File: config.mk
export PLATFORM = sky130hd
export DESIGN_NAME = freq_divider_n
export DESIGN_NICKNAME = d
export VERILOG_FILES = /design/src/rtl/freq_div_pkg.sv /design/src/rtl/freq_div_duty_gen.sv /design/src/rtl/freq_divider_n.sv
export SDC_FILE = /design/constraint.sdc
export NUM_CORES = 1
export LEC_CHECK = 0
export ABC_AREA = 1
export CAP_MARGIN = 15
export CORE_MARGIN = 2
export CORE_UTILIZATION = 56
export CTS_CLUSTER_DIAMETER = 40
export DETAILED_ROUTE_END_ITERATION = 7
export PLACE_DENSITY = 0.92
export SKIP_LAST_GASP = 1
export SYNTH_ARGS = -nofsm -noshare
export SYNTH_HDL_FRONTEND = slang
export SYNTH_HIERARCHICAL = 1
export SYNTH_SLANG_ARGS = --single-unit
File: constraint.sdc
create_clock -name clk -period 3.7 [get_ports clk]
set_input_delay 0.74 -clock clk [delete_from_list [all_inputs] [get_ports clk]]
set_output_delay 0.74 -clock clk [all_outputs]
set_load 0.02 [all_outputs]
File: src/rtl/freq_div_pkg.sv
// Shared definitions for the runtime-programmable clock divider.
// Contents:
//   MIN_DIV     - smallest divisor the counter will run with
//   run_state_e - run state (IDLE / RUN)
//   clamp_div() - maps a requested divisor onto the legal range
package freq_div_pkg;

  localparam int unsigned MIN_DIV = 2;

  typedef enum logic {
    IDLE = 1'b0,
    RUN  = 1'b1
  } run_state_e;

  // Divisors of 0 or 1 cannot produce a period, so they run as MIN_DIV.
  function automatic int unsigned clamp_div(input int unsigned v);
    return (v < MIN_DIV) ? MIN_DIV : v;
  endfunction

endpackage

File: src/rtl/freq_div_duty_gen.sv
// Divided-clock shaper for freq_divider_n. Holds the only negedge flop
// of the divider, so the dual-edge logic is kept in one place.
// Ports:
//   clk, rst_n         - clock and async active-low reset
//   run_d/count_d/div_d - next-cycle run flag, phase and divisor
//   run_q/count_q/div_q - current run flag, phase and divisor
//   clk_out            - divided clock (50% duty or 1/N pulse)
module freq_div_duty_gen #(
  parameter int unsigned WIDTH  = 4,
  parameter bit          DUTY50 = 1'b1
) (
  input  logic             clk,
  input  logic             rst_n,
  input  logic             run_d,
  input  logic [WIDTH-1:0] count_d,
  input  logic [WIDTH-1:0] div_d,
  input  logic             run_q,
  input  logic [WIDTH-1:0] count_q,
  input  logic [WIDTH-1:0] div_q,
  output logic             clk_out
);

  logic           q_p_q, q_p_d;
  logic           q_n_q, q_n_d;
  logic [WIDTH:0] half_d;
  logic           duty_clk;
  logic           pulse_clk;

  // High phases = ceil(N/2): N/2 for even N, (N+1)/2 for odd N.
  // Computed from next-cycle values so q_p lines up with count.
  always_comb begin
    half_d = ({1'b0, div_d} + {{WIDTH{1'b0}}, 1'b1}) >> 1;
    q_p_d  = run_d & ({1'b0, count_d} < half_d);
    q_n_d  = q_p_q;
  end

  always_ff @(posedge clk or negedge rst_n) begin
    if (!rst_n) q_p_q <= 1'b0;
    else        q_p_q <= q_p_d;
  end

  // Half-cycle delayed copy; ANDing it trims half a period off the
  // leading edge so odd N gets exactly N/2 periods high.
  always_ff @(negedge clk or negedge rst_n) begin
    if (!rst_n) q_n_q <= 1'b0;
    else        q_n_q <= q_n_d;
  end

  always_comb begin
    duty_clk  = div_q[0] ? (q_p_q & q_n_q) : q_p_q;
    pulse_clk = run_q & (count_q == '0);
    clk_out   = DUTY50 ? duty_clk : pulse_clk;
  end

endmodule

File: src/rtl/freq_divider_n.sv
// Runtime-programmable integer clock divider (N = 2 .. 2^WIDTH-1).
// Ports:
//   clk, rst_n - clock and async active-low reset
//   start      - level run enable; low holds idle with count cleared
//   div_val    - requested divisor, sampled on start and at each wrap
//   count      - current phase 0..N-1 (0 when idle)
//   tick       - one cycle high on the last phase of each period
//   clk_out    - divided clock, low when idle
//   busy       - high while running
//   cfg_err    - sticky flag: a loaded divisor was 0 or 1
//
// state | meaning
// IDLE  | stopped, count held at 0, waiting for start
// RUN   | counting phases, reloading divisor at each wrap
module freq_divider_n
  import freq_div_pkg::*;
#(
  parameter int unsigned WIDTH  = 4,
  parameter bit          DUTY50 = 1'b1
) (
  input  logic             clk,
  input  logic             rst_n,
  input  logic             start,
  input  logic [WIDTH-1:0] div_val,
  output logic [WIDTH-1:0] count,
  output logic             tick,
  output logic             clk_out,
  output logic             busy,
  output logic             cfg_err
);

  localparam logic [WIDTH-1:0] ONE      = WIDTH'(1);
  localparam logic [WIDTH-1:0] DIV_RST  = WIDTH'(MIN_DIV);

  run_state_e       state_q, state_d;
  logic [WIDTH-1:0] count_q, count_d;
  logic [WIDTH-1:0] div_q, div_d;
  logic             cfg_err_q, cfg_err_d;

  logic [WIDTH:0]   count_inc;
  logic             at_end;
  logic             div_bad;
  logic [WIDTH-1:0] load_val;

  // div_q >= 2 always, so div_q - 1 cannot underflow.
  assign count_inc = {1'b0, count_q} + {{WIDTH{1'b0}}, 1'b1};
  assign at_end    = (count_q == (div_q - ONE));
  assign div_bad   = (div_val < DIV_RST);
  assign load_val  = WIDTH'(clamp_div(32'(div_val)));

  always_comb begin
    state_d   = state_q;
    count_d   = count_q;
    div_d     = div_q;
    cfg_err_d = cfg_err_q;
    case (state_q)
      IDLE: begin
        if (start) begin
          state_d   = RUN;
          count_d   = '0;
          div_d     = load_val;
          cfg_err_d = cfg_err_q | div_bad;
        end
      end
      RUN: begin
        if (!start) begin
          state_d = IDLE;
          count_d = '0;
        end else if (at_end) begin
          count_d   = '0;
          div_d     = load_val;
          cfg_err_d = cfg_err_q | div_bad;
        end else begin
          count_d = count_inc[WIDTH-1:0];
        end
      end
      default: state_d = IDLE;
    endcase
  end

  always_ff @(posedge clk or negedge rst_n) begin
    if (!rst_n) begin
      state_q   <= IDLE;
      count_q   <= '0;
      div_q     <= DIV_RST;
      cfg_err_q <= 1'b0;
    end else begin
      state_q   <= state_d;
      count_q   <= count_d;
      div_q     <= div_d;
      cfg_err_q <= cfg_err_d;
    end
  end

  freq_div_duty_gen #(
    .WIDTH  (WIDTH),
    .DUTY50 (DUTY50)
  ) u_duty_gen (
    .clk     (clk),
    .rst_n   (rst_n),
    .run_d   (state_d == RUN),
    .count_d (count_d),
    .div_d   (div_d),
    .run_q   (state_q == RUN),
    .count_q (count_q),
    .div_q   (div_q),
    .clk_out (clk_out)
  );

  assign busy    = (state_q == RUN);
  assign tick    = busy & at_end;
  assign count   = count_q;
  assign cfg_err = cfg_err_q;

endmodule

Figure 1. Cell classes on the final placement (run 1).
Bar = 10 um. Fill, decap, tap and diode cells in grey.
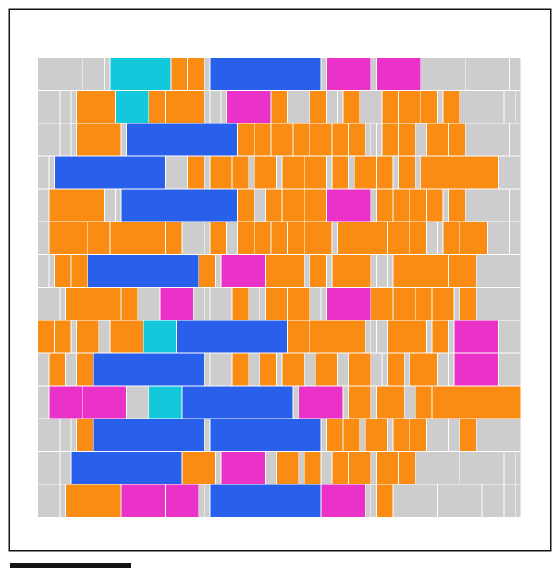
- magenta: other buffers and delay cells (cells 16; share of their area 14%)
- orange: all other logic (cells 115; share of their area 56%)
- cyan: clock drivers and dummy loads (cells 4; share of their area 3.3%)
- blue: flops (cells 12; share of their area 27%)

Figure 2. Local utilization (run 1).
The die is cut into 9 by 9 equal tiles; black is low, pale yellow is high, 0 to 100% covered.
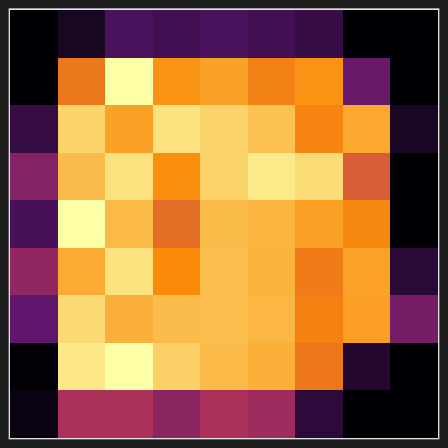
- densest ninth of the die: centre
- nearly empty tiles: 14%
- tiles over 75% full: 46%
- mean over tiles: 55%
- fullest tile: 100%

Figure 3. Routed metal, one colour a layer (run 1).
Bar = 10 um. Two of the layers only.
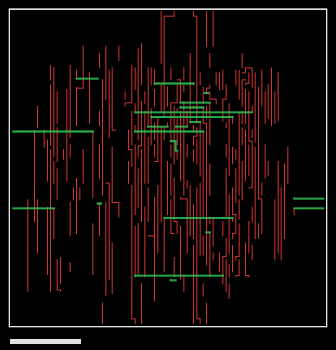
- green: met3 (wire length 110 um)
- red: met2 (wire length 1190 um)

==> reports/results.txt, run 1 <==
Leakage = 0.000599 uW
Area reported by Yosys stat = 930 um2
ANT cells = 0
Final worst slack = 55.9 ps
CP Capture Type = primary output
Net count after synthesis = 142
Total Routed Length = 2220 um
Num rows = 14
Pins Over Slew Limit = 0
Top cell type by total area after synthesis = dfrtp_1
Biggest area cells = dfrtp_1, nand2_1, ha_1
Comb area leader = simple AND/OR/NAND/NOR gates
Top Layout Cells = nand2_1, inv_1, nand3_1
Post-route cell area = 1120 um2
Synth unique cells = 24
Core box area = 1520 um2
Synth Seq Share = 32.4%
Adder share = 8.08%
DP Area = 1090 um2
Chip area = 2000 um2
CP delay by family, top = flip-flops
Post-synth top area share = 26.9%
Vias = 911
Latency at later pin = 270 ps
Initial detailed-routing violation count = 25
Status = finished clean
Placer's final routability congestion estimate = 0.798
Post-Place Worst Slack = -167 ps
Layout area overhead = 20.9%
Max clock buf depth = 2
Die Span Y = 44.7 um
# Cells Yosys = 129
Final core occ = 73.7%
Fin. Hold Viols = 0
Total gr overflow = 0
Fp_density = 61.0%
Initial antenna violation count = 0
Mean post-synth cell area = 7.21 um2
Post-Synthesis Cells = 129
Setup Buffers After CTS = 0
H-tree Lvls = 1
#FFs+latches synth = 12
## run 1: layout make-up
| class | count | area (um2) |
|---|---|---|
| inverter | 22 | 82.6 |
| fill | 126 | 400 |
| multi-input combinational | 93 | 531 |
| timing repair buffer | 16 | 153 |
| sequential | 12 | 302 |
| clock buffer | 4 | 36.3 |
| tap | 16 | 20.0 |
## run 1: routing by layer
| layer | track usage, % | routed length (um) |
|---|---|---|
| met1 | 28.9 | 860 |
| met5 | 0 | 0 |
| met4 | 15.2 | 59 |
| met3 | 1.60 | 110 |
| met2 | 45.8 | 1190 |
## run 1: cell families after synthesis
family | count (synthesis)
AND/OR/NAND/NOR | 69
buffers and inverters | 24
AND-OR/OR-AND | 13
flip-flops | 12
adder cells (fa/ha/maj) | 6
XOR/XNOR | 5
## run 1: cell usage after synthesis
library cell	n
a211o_1	1
a21boi_0	1
a21oi_1	3
buf_4	2
dfrtn_1	1
dfrtp_1	10
dfstp_2	1
ha_1	6
inv_1	19
inv_2	3
nand2_1	31
nand2_2	5
nand2_4	1
nand3_1	15
nand3_2	1
nand3_4	1
nand3b_1	1
nor2_1	11
nor2_8	1
nor3_1	2
o21ai_0	4
o21ai_1	4
xnor2_1	1
xor2_1	4
## run 1: tightest hold or removal path: stages, from the launching register on
cell and delay [ps]:
dfrtp_1 340, inv_1 40, nand2_1 50
## run 1: flip-flops by register name (all words and copies together) (netlist names)
register,cells
busy,1
cfg_err,1
count,4
div_q,4
u_duty_gen/q_n_d,1
u_duty_gen/q_n_q,1
## run 1: stage by stage
| step | hold WS [ps] | power, uW |
|---|---|---|
| finish | 466 | 461 |
| global route | 508 | 492 |
| CTS | 472 | 464 |
| detailed placement | 456 | 364 |
| global placement | 447 | 349 |
| floorplan | 444 | 302 |
## run 1: worst paths after layout
| path | from | end | slack, ps | cells after the start |
|---|---|---|---|---|
| min | cfg_err$_DFFE_PN0P_ | cfg_err$_DFFE_PN0P_ | 470 | 2 |
| max reg2reg | div_q[1]$_DFF_PN1_ | u_duty_gen/q_n_d$_DFF_PN0_ | 970 | 16 |
| min reg2reg | cfg_err$_DFFE_PN0P_ | cfg_err$_DFFE_PN0P_ | 470 | 2 |
| min in group asynchronous | rst_n | cfg_err$_DFFE_PN0P_ | 760 | 2 |
| max in group asynchronous | rst_n | u_duty_gen/q_n_q$_DFF_NN0_ | 1030 | 2 |
| max | u_duty_gen/q_n_q$_DFF_NN0_ | clk_out | 60 | 3 |
## run 1: power breakdown
| group | switching (uW) | leakage [uW] | internal (uW) |
|---|---|---|---|
| logic | 119 | 0.000433 | 73.6 |
| registers | 19.0 | 0.000145 | 150 |
| clock network | 40.0 | 0.0000210 | 59.8 |
| total | 178 | 0.000599 | 283 |
## run 1: repair_timing
item	CTS	global route
gates resized	6	1
cloned	0	0
hold buffers	0	0
setup endpoints to repair	1	1
hold endpoints to repair	0	0
==> run 2, diff against run 1 <==
--- a/config.mk
+++ b/config.mk
@@ -12,7 +12,6 @@
 export CTS_CLUSTER_DIAMETER = 40
 export DETAILED_ROUTE_END_ITERATION = 7
 export PLACE_DENSITY = 0.92
-export SKIP_LAST_GASP = 1
 export SYNTH_ARGS = -nofsm -noshare
 export SYNTH_HDL_FRONTEND = slang
 export SYNTH_HIERARCHICAL = 1
Figure 4. I/O pins on the die edge (run 2).
Bar = 10 um. Pins as bars across the die edge, other pins in grey.
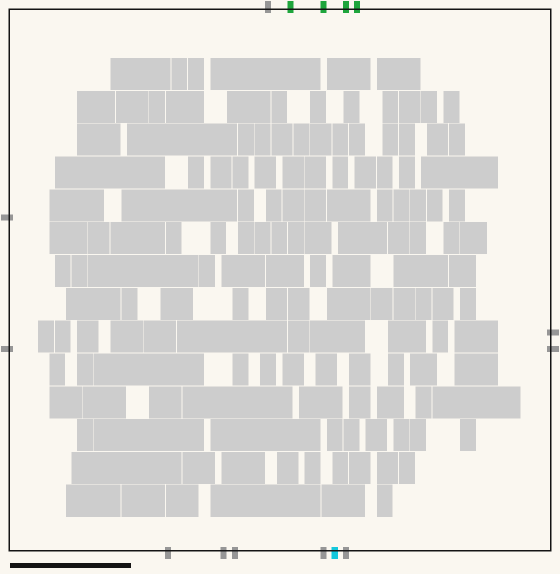
- green: div_val (pins 4; direction input; edge top)
- cyan: tick (pins 1; direction output; edge bottom)
- all pins by edge: 6 bottom, 5 top, 2 left, 2 right

Figure 5. Local utilization (run 2).
The die is cut into 9 by 9 equal tiles; black is low, pale yellow is high, 0 to 100% covered.
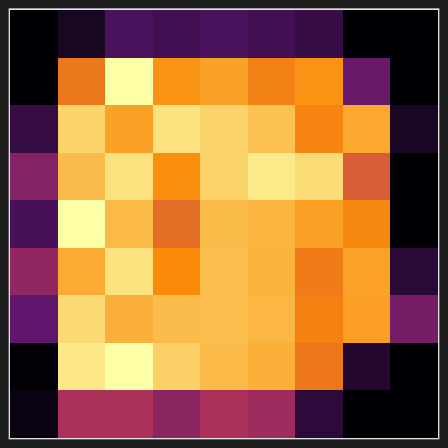
- mean over tiles: 55%
- densest ninth of the die: centre
- nearly empty tiles: 14%

Figure 6. Congestion heat map (run 2).
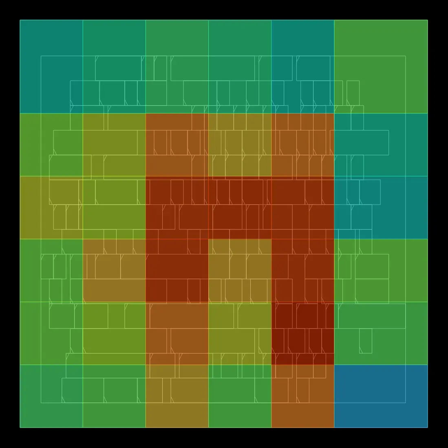
final core occ: 73.7%
total track usage: 25.3%
Most Used Layer, Global Route: met2
Avg WL per Cell: 13.6 um
GRT met3 Usage: 1.60%

==> run 2 against run 1 <==
Against the previous run: combinational power is essentially flat; power unchanged; sequential cell count is the same; core utilization stayed put; clock power barely moved; clock-buffer cell count stayed put; sequential share of layout area is the same; clock skew did not move; via count did not move; highest routed layer unchanged.
==> reports/results.txt, run 2 <==
Synth unique cells = 24
#FFs+latches synth = 12
Synth Seq Share = 32.4%
Root buf cell = clkbuf_4
Num Clock Sinks = 12
Num rows = 14
Core box area = 1520 um2
Area reported by Yosys stat = 930 um2
Nets@finish = 161
Leakage = 0.000599 uW
Non-Filler Instances = 163
Die Span Y = 44.7 um
Vias = 911
Simple-Gate Fraction of Synth Area = 36.6%
Worst Setup Start Kind = flip-flop
Fill cell count = 126
Max clock buf depth = 2
Count leader, synth = nand2_1
CP Capture Type = primary output
Initial detailed-routing violation count = 25
Top Layout Cells = nand2_1, inv_1, nand3_1
Initial antenna violation count = 0
CTS tree = built
Latency at later pin = 270 ps
Total gr overflow = 0
Pins Over Slew Limit = 0
Share of cells above drive strength 1 = 13.6%
Chip area = 2000 um2
Top FF cell, synth = dfrtp_1
Biggest area cells = dfrtp_1, nand2_1, ha_1
Layout area overhead = 20.9%
FFs w/ async S/R, synth = 100%
Adder share = 8.08%
Hold crit path type = flip-flop to flip-flop
Worst-Margin Slew = 397 ps
WP data arrival = 2900 ps
Reg2Reg Depth = 16
WHS Path Cells = 2
ANT cells = 0
Setup Buffers After CTS = 0
Total Routed Length = 2220 um
Post-synth EDFFs = 0
Post-synth top area share = 26.9%
Fin. Hold Viols = 0
Net count after synthesis = 142
Port-buffer cells = 14
H-tree Lvls = 1
Worst Path Required = 2960 ps
Post-DP HPWL = 1810 um
Status = finished clean
Comb area leader = simple AND/OR/NAND/NOR gates
Mean post-synth cell area = 7.21 um2
Pwr Density = 410 nW/um2
Fp_density = 61.0%
Via/cell ratio = 5.59
Number of OpenROAD warnings = 26
RSZ-0062 raised after global routing = no
Post-Place Worst Slack = -167 ps
Mux area share = 0%
Synth cell count leaders = nand2_1, inv_1, nand3_1
Dominant logic cell type in the layout = nand2_1
Post-Synthesis Cells = 129
Post-CTS Hold Buffers = 0
CTS buffer count = 3
Final setup viols = 0
# Cells Yosys = 129
Placer's final routability congestion estimate = 0.798
Placed insts = 159
Top cell type by total area after synthesis = dfrtp_1
CTS resizes = 6
FF+latch area = 302 um2
Final worst slack = 55.9 ps
Logic area = 531 um2
## run 2: cell type report
cell class              count  share of cell area [%]
multi-input cells          93                    47.2
flip-flops and latches     12                    26.8
repair buffers             16                    13.6
inverters                  22                    7.35
clock buffers               4                    3.23
well taps                  16                    1.78
## run 2: stage by stage
| stage | power [uW] | TNS [ps] | utilization (%) | hold slack (ps) | instance area [um2] |
|---|---|---|---|---|---|
| after global routing | 492 | 0 | 73.7 | 508 | 1120 |
| after CTS | 464 | 0 | 73.7 | 472 | 1120 |
| after floorplan | 302 | 0 | - | 444 | 930 |
| after global placement | 349 | -37.3 | 71.5 | 447 | 1090 |
| final | 461 | 0 | 73.7 | 466 | 1120 |
| after detailed placement | 364 | -167 | 71.5 | 456 | 1090 |
## run 2: worst paths after layout
path	slack [ps]	start	endpoint
max reg2reg	970	div_q[1]$_DFF_PN1_	u_duty_gen/q_n_d$_DFF_PN0_
max	60	u_duty_gen/q_n_q$_DFF_NN0_	clk_out
min in group asynchronous	760	rst_n	cfg_err$_DFFE_PN0P_
min reg2reg	470	cfg_err$_DFFE_PN0P_	cfg_err$_DFFE_PN0P_
min	470	cfg_err$_DFFE_PN0P_	cfg_err$_DFFE_PN0P_
max in group asynchronous	1030	rst_n	u_duty_gen/q_n_q$_DFF_NN0_
## run 2: critical path: stages (launching register included)
cell and delay [ps]:
dfrtn_1 410, inv_1 50, a21boi_1 150, buf_4 170
## run 2: logic make-up (layout without fill, tap and decap cells)
family	after synthesis	after routing
adders and majority gates	6	6
buffers and inverters	24	42
AOI/OAI and AO/OA	13	13
xor gates and xnor gates	5	5
and+or+nand+nor	69	69
DFF	12	12
## run 2: layer usage
layer  vias to the layer above  track usage [%]  routed length [um]
li1                        443                -                   -
met1                       424             28.9                 860
met2                        38             45.8                1190
met3                         6             1.60                 110
met4                         0             15.2                  59
met5                         -                0                   0
## run 2: power breakdown
group          internal, uW  switching [uW]  total, uW
combinational          73.6             119        192
clock                  59.8            40.0       99.8
sequential              150            19.0        169
==> run 3, diff against run 2 <==
--- a/config.mk
+++ b/config.mk
@@ -16,3 +16,4 @@
 export SYNTH_HDL_FRONTEND = slang
 export SYNTH_HIERARCHICAL = 1
 export SYNTH_SLANG_ARGS = --single-unit
+export TNS_END_PERCENT = 10
Figure 7. Routed metal, one colour a layer (run 3).
Bar = 10 um. Two of the layers only.
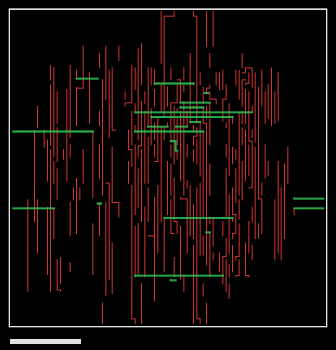
- red: met2 (wire length 1190 um)
- green: met3 (wire length 110 um)

Figure 8. Congestion heat map (run 3).
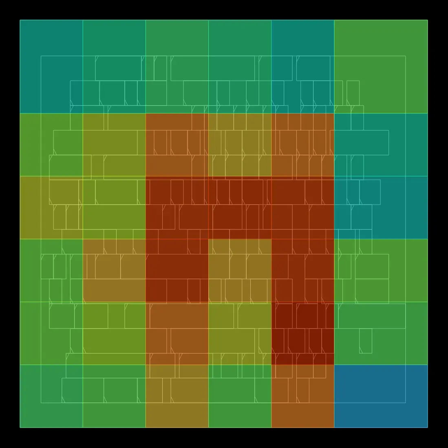
met1 Resource Use GR: 28.9%
GRT met2 Usage: 45.8%

==> run 3 against run 2 <==
Against the previous run: register-to-register slack about the same; setup slack did not move; die size did not move; largest cell class unchanged; sequential cell count is the same; highest routed layer unchanged; core utilization is the same.
==> reports/results.txt, run 3 <==
Status = finished clean
Synth cell count leaders = nand2_1, inv_1, nand3_1
Hold slack = 466 ps
Via/cell ratio = 5.59
#FFs+latches synth = 12
Min-delay src = cfg_err$_DFFE_PN0P_
Top cell type by total area after synthesis = dfrtp_1
Vias = 911
Worst Path Required = 2960 ps
Comb area leader = simple AND/OR/NAND/NOR gates
Critical Path Fanout Max = 1
Latency at later pin = 270 ps
Worst rel slew slack = 73.6%
Share of cells above drive strength 1 = 13.6%
Post-Synthesis Cells = 129
Mux area share = 0%
Biggest area cells = dfrtp_1, nand2_1, ha_1
Worst r2r src = div_q[1]$_DFF_PN1_
AND-OR/OR-AND share of the synthesized area = 7.67%
Num rows = 14
Area reported by Yosys stat = 930 um2
Net count after synthesis = 142
TNS Setup = 0 ps
CTS tree = built
Fp_density = 61.0%
Worst-Margin Slew = 397 ps
Top FF cell, synth = dfrtp_1
Post-route cell area = 1120 um2
Total Routed Length = 2220 um
R2R Setup Slk = 970 ps
FFs w/ async S/R, synth = 100%
Syn. warnings = 6
Hold crit path type = flip-flop to flip-flop
Final worst slack = 55.9 ps
Fill cell count = 126
Total gr overflow = 0
Post-synth top area share = 26.9%
RSZ-0062 raised after global routing = no
Post-DP HPWL = 1810 um
Initial antenna violation count = 0
Simple-Gate Fraction of Synth Area = 36.6%
ANT cells = 0
Final setup viols = 0
Adder share = 8.08%
Chip area = 2000 um2
DP Area = 1090 um2
Dominant logic cell type in the layout = nand2_1
Fin. Hold Viols = 0
Core box area = 1520 um2
Die Span Y = 44.7 um
Initial detailed-routing violation count = 25
Max clock buf depth = 2
Mean post-synth cell area = 7.21 um2
Layout area overhead = 20.9%
Endpoint, Worst Hold = cfg_err$_DFFE_PN0P_
Top Layout Cells = nand2_1, inv_1, nand3_1
Routed Antenna Nets = 0
Nets@finish = 161
Post-CTS Hold Buffers = 0
Post-Place Worst Slack = -167 ps
Pwr Density = 410 nW/um2
Num Clock Sinks = 12
WHS Path Cells = 2
Root buf cell = clkbuf_4
Kind of critical path = flip-flop to primary output
Reg2Reg Capture Point = u_duty_gen/q_n_d$_DFF_PN0_
FF+latch area = 302 um2
Synth Seq Share = 32.4%
Post-synth EDFFs = 0
H-tree Lvls = 1
CTS buffer count = 3
Total track usage = 25.3%
Count leader, synth = nand2_1
Reg2Reg Depth = 16
WP data arrival = 2900 ps
Synth unique cells = 24
Leakage = 0.000599 uW
Worst Setup Start Kind = flip-flop
Logic area = 531 um2
Pins Over Slew Limit = 0
Figure 9. Cell classes on the final placement (run 3).
Bar = 10 um. Fill, decap, tap and diode cells in grey.
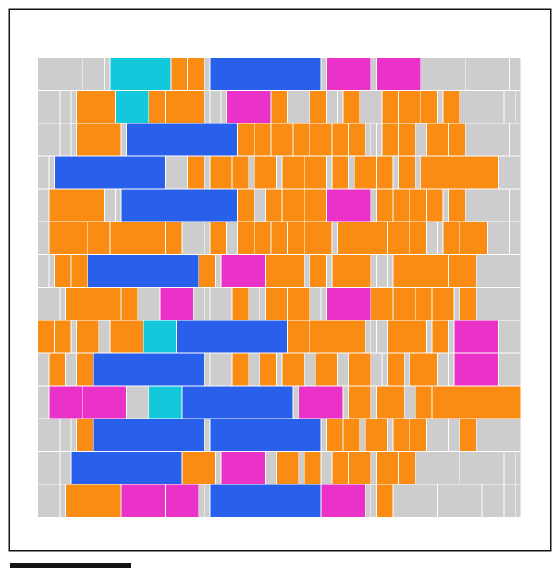
- orange: all other logic (cells 115; share of their area 56%)
- cyan: clock drivers and dummy loads (cells 4; share of their area 3.3%)
- magenta: other buffers and delay cells (cells 16; share of their area 14%)
- blue: flops (cells 12; share of their area 27%)

## run 3: worst max path at each step
stage | end | from | slack, ps | cells past startpoint
after CTS | clk_out | u_duty_gen/q_n_q$_DFF_NN0_ | 3 | 3
after detailed placement | clk_out | u_duty_gen/q_n_q$_DFF_NN0_ | -170 | 3
after global placement | clk_out | u_duty_gen/q_n_q$_DFF_NN0_ | -40 | 3
after floorplan | clk_out | u_duty_gen/q_n_q$_DFF_NN0_ | 220 | 2
final | clk_out | u_duty_gen/q_n_q$_DFF_NN0_ | 60 | 3
after global routing | clk_out | u_duty_gen/q_n_q$_DFF_NN0_ | 10 | 3
## run 3: kinds of logic after synthesis
logic type	Yosys count
simple gates	69
buf+inv	24
compound gates	13
flops	12
fa+ha+maj	6
xor+xnor	5
## run 3: worst max-delay path, cell delays in order, from the launching register on
cell and delay (ps):
dfrtn_1 410, inv_1 50, a21boi_1 150, buf_4 170
## run 3: per-layer routing
metal	share of wire, %	GRT usage, %	vias up
li1	-	-	443
met1	39	28.9	424
met2	53	45.8	38
met3	5.0	1.60	6
met4	2.7	15.2	0
met5	0	0	-
## run 3: stage by stage
stage	utilization (%)	instances	total power, uW
after global placement	71.5	159	349
after global routing	73.7	163	492
after CTS	73.7	163	464
after detailed placement	71.5	159	364
final	73.7	163	461
after floorplan	-	129	302
## run 3: power by group
part           total (uW)  switching, uW  internal, uW  leakage, uW
clock                99.8           40.0          59.8    0.0000210
combinational         192            119          73.6     0.000433
sequential            169           19.0           150     0.000145
total                 461            178           283     0.000599
## run 3: what timing repair did
| action | 4_1_cts | 5_1_grt |
|---|---|---|
| gates cloned | 0 | 0 |
| buffers inserted | 0 | 0 |
| resized | 6 | 1 |
| setup endpoints to repair | 1 | 1 |
## run 3: final cells by class
type	instances	share of cell area, %
Clock buffer	4	3.23
Tap cell	16	1.78
Timing Repair Buffer	16	13.6
Inverter	22	7.35
Multi-Input combinational cell	93	47.2
Sequential cell	12	26.8
Power is estimated from default activity; no workload was simulated.
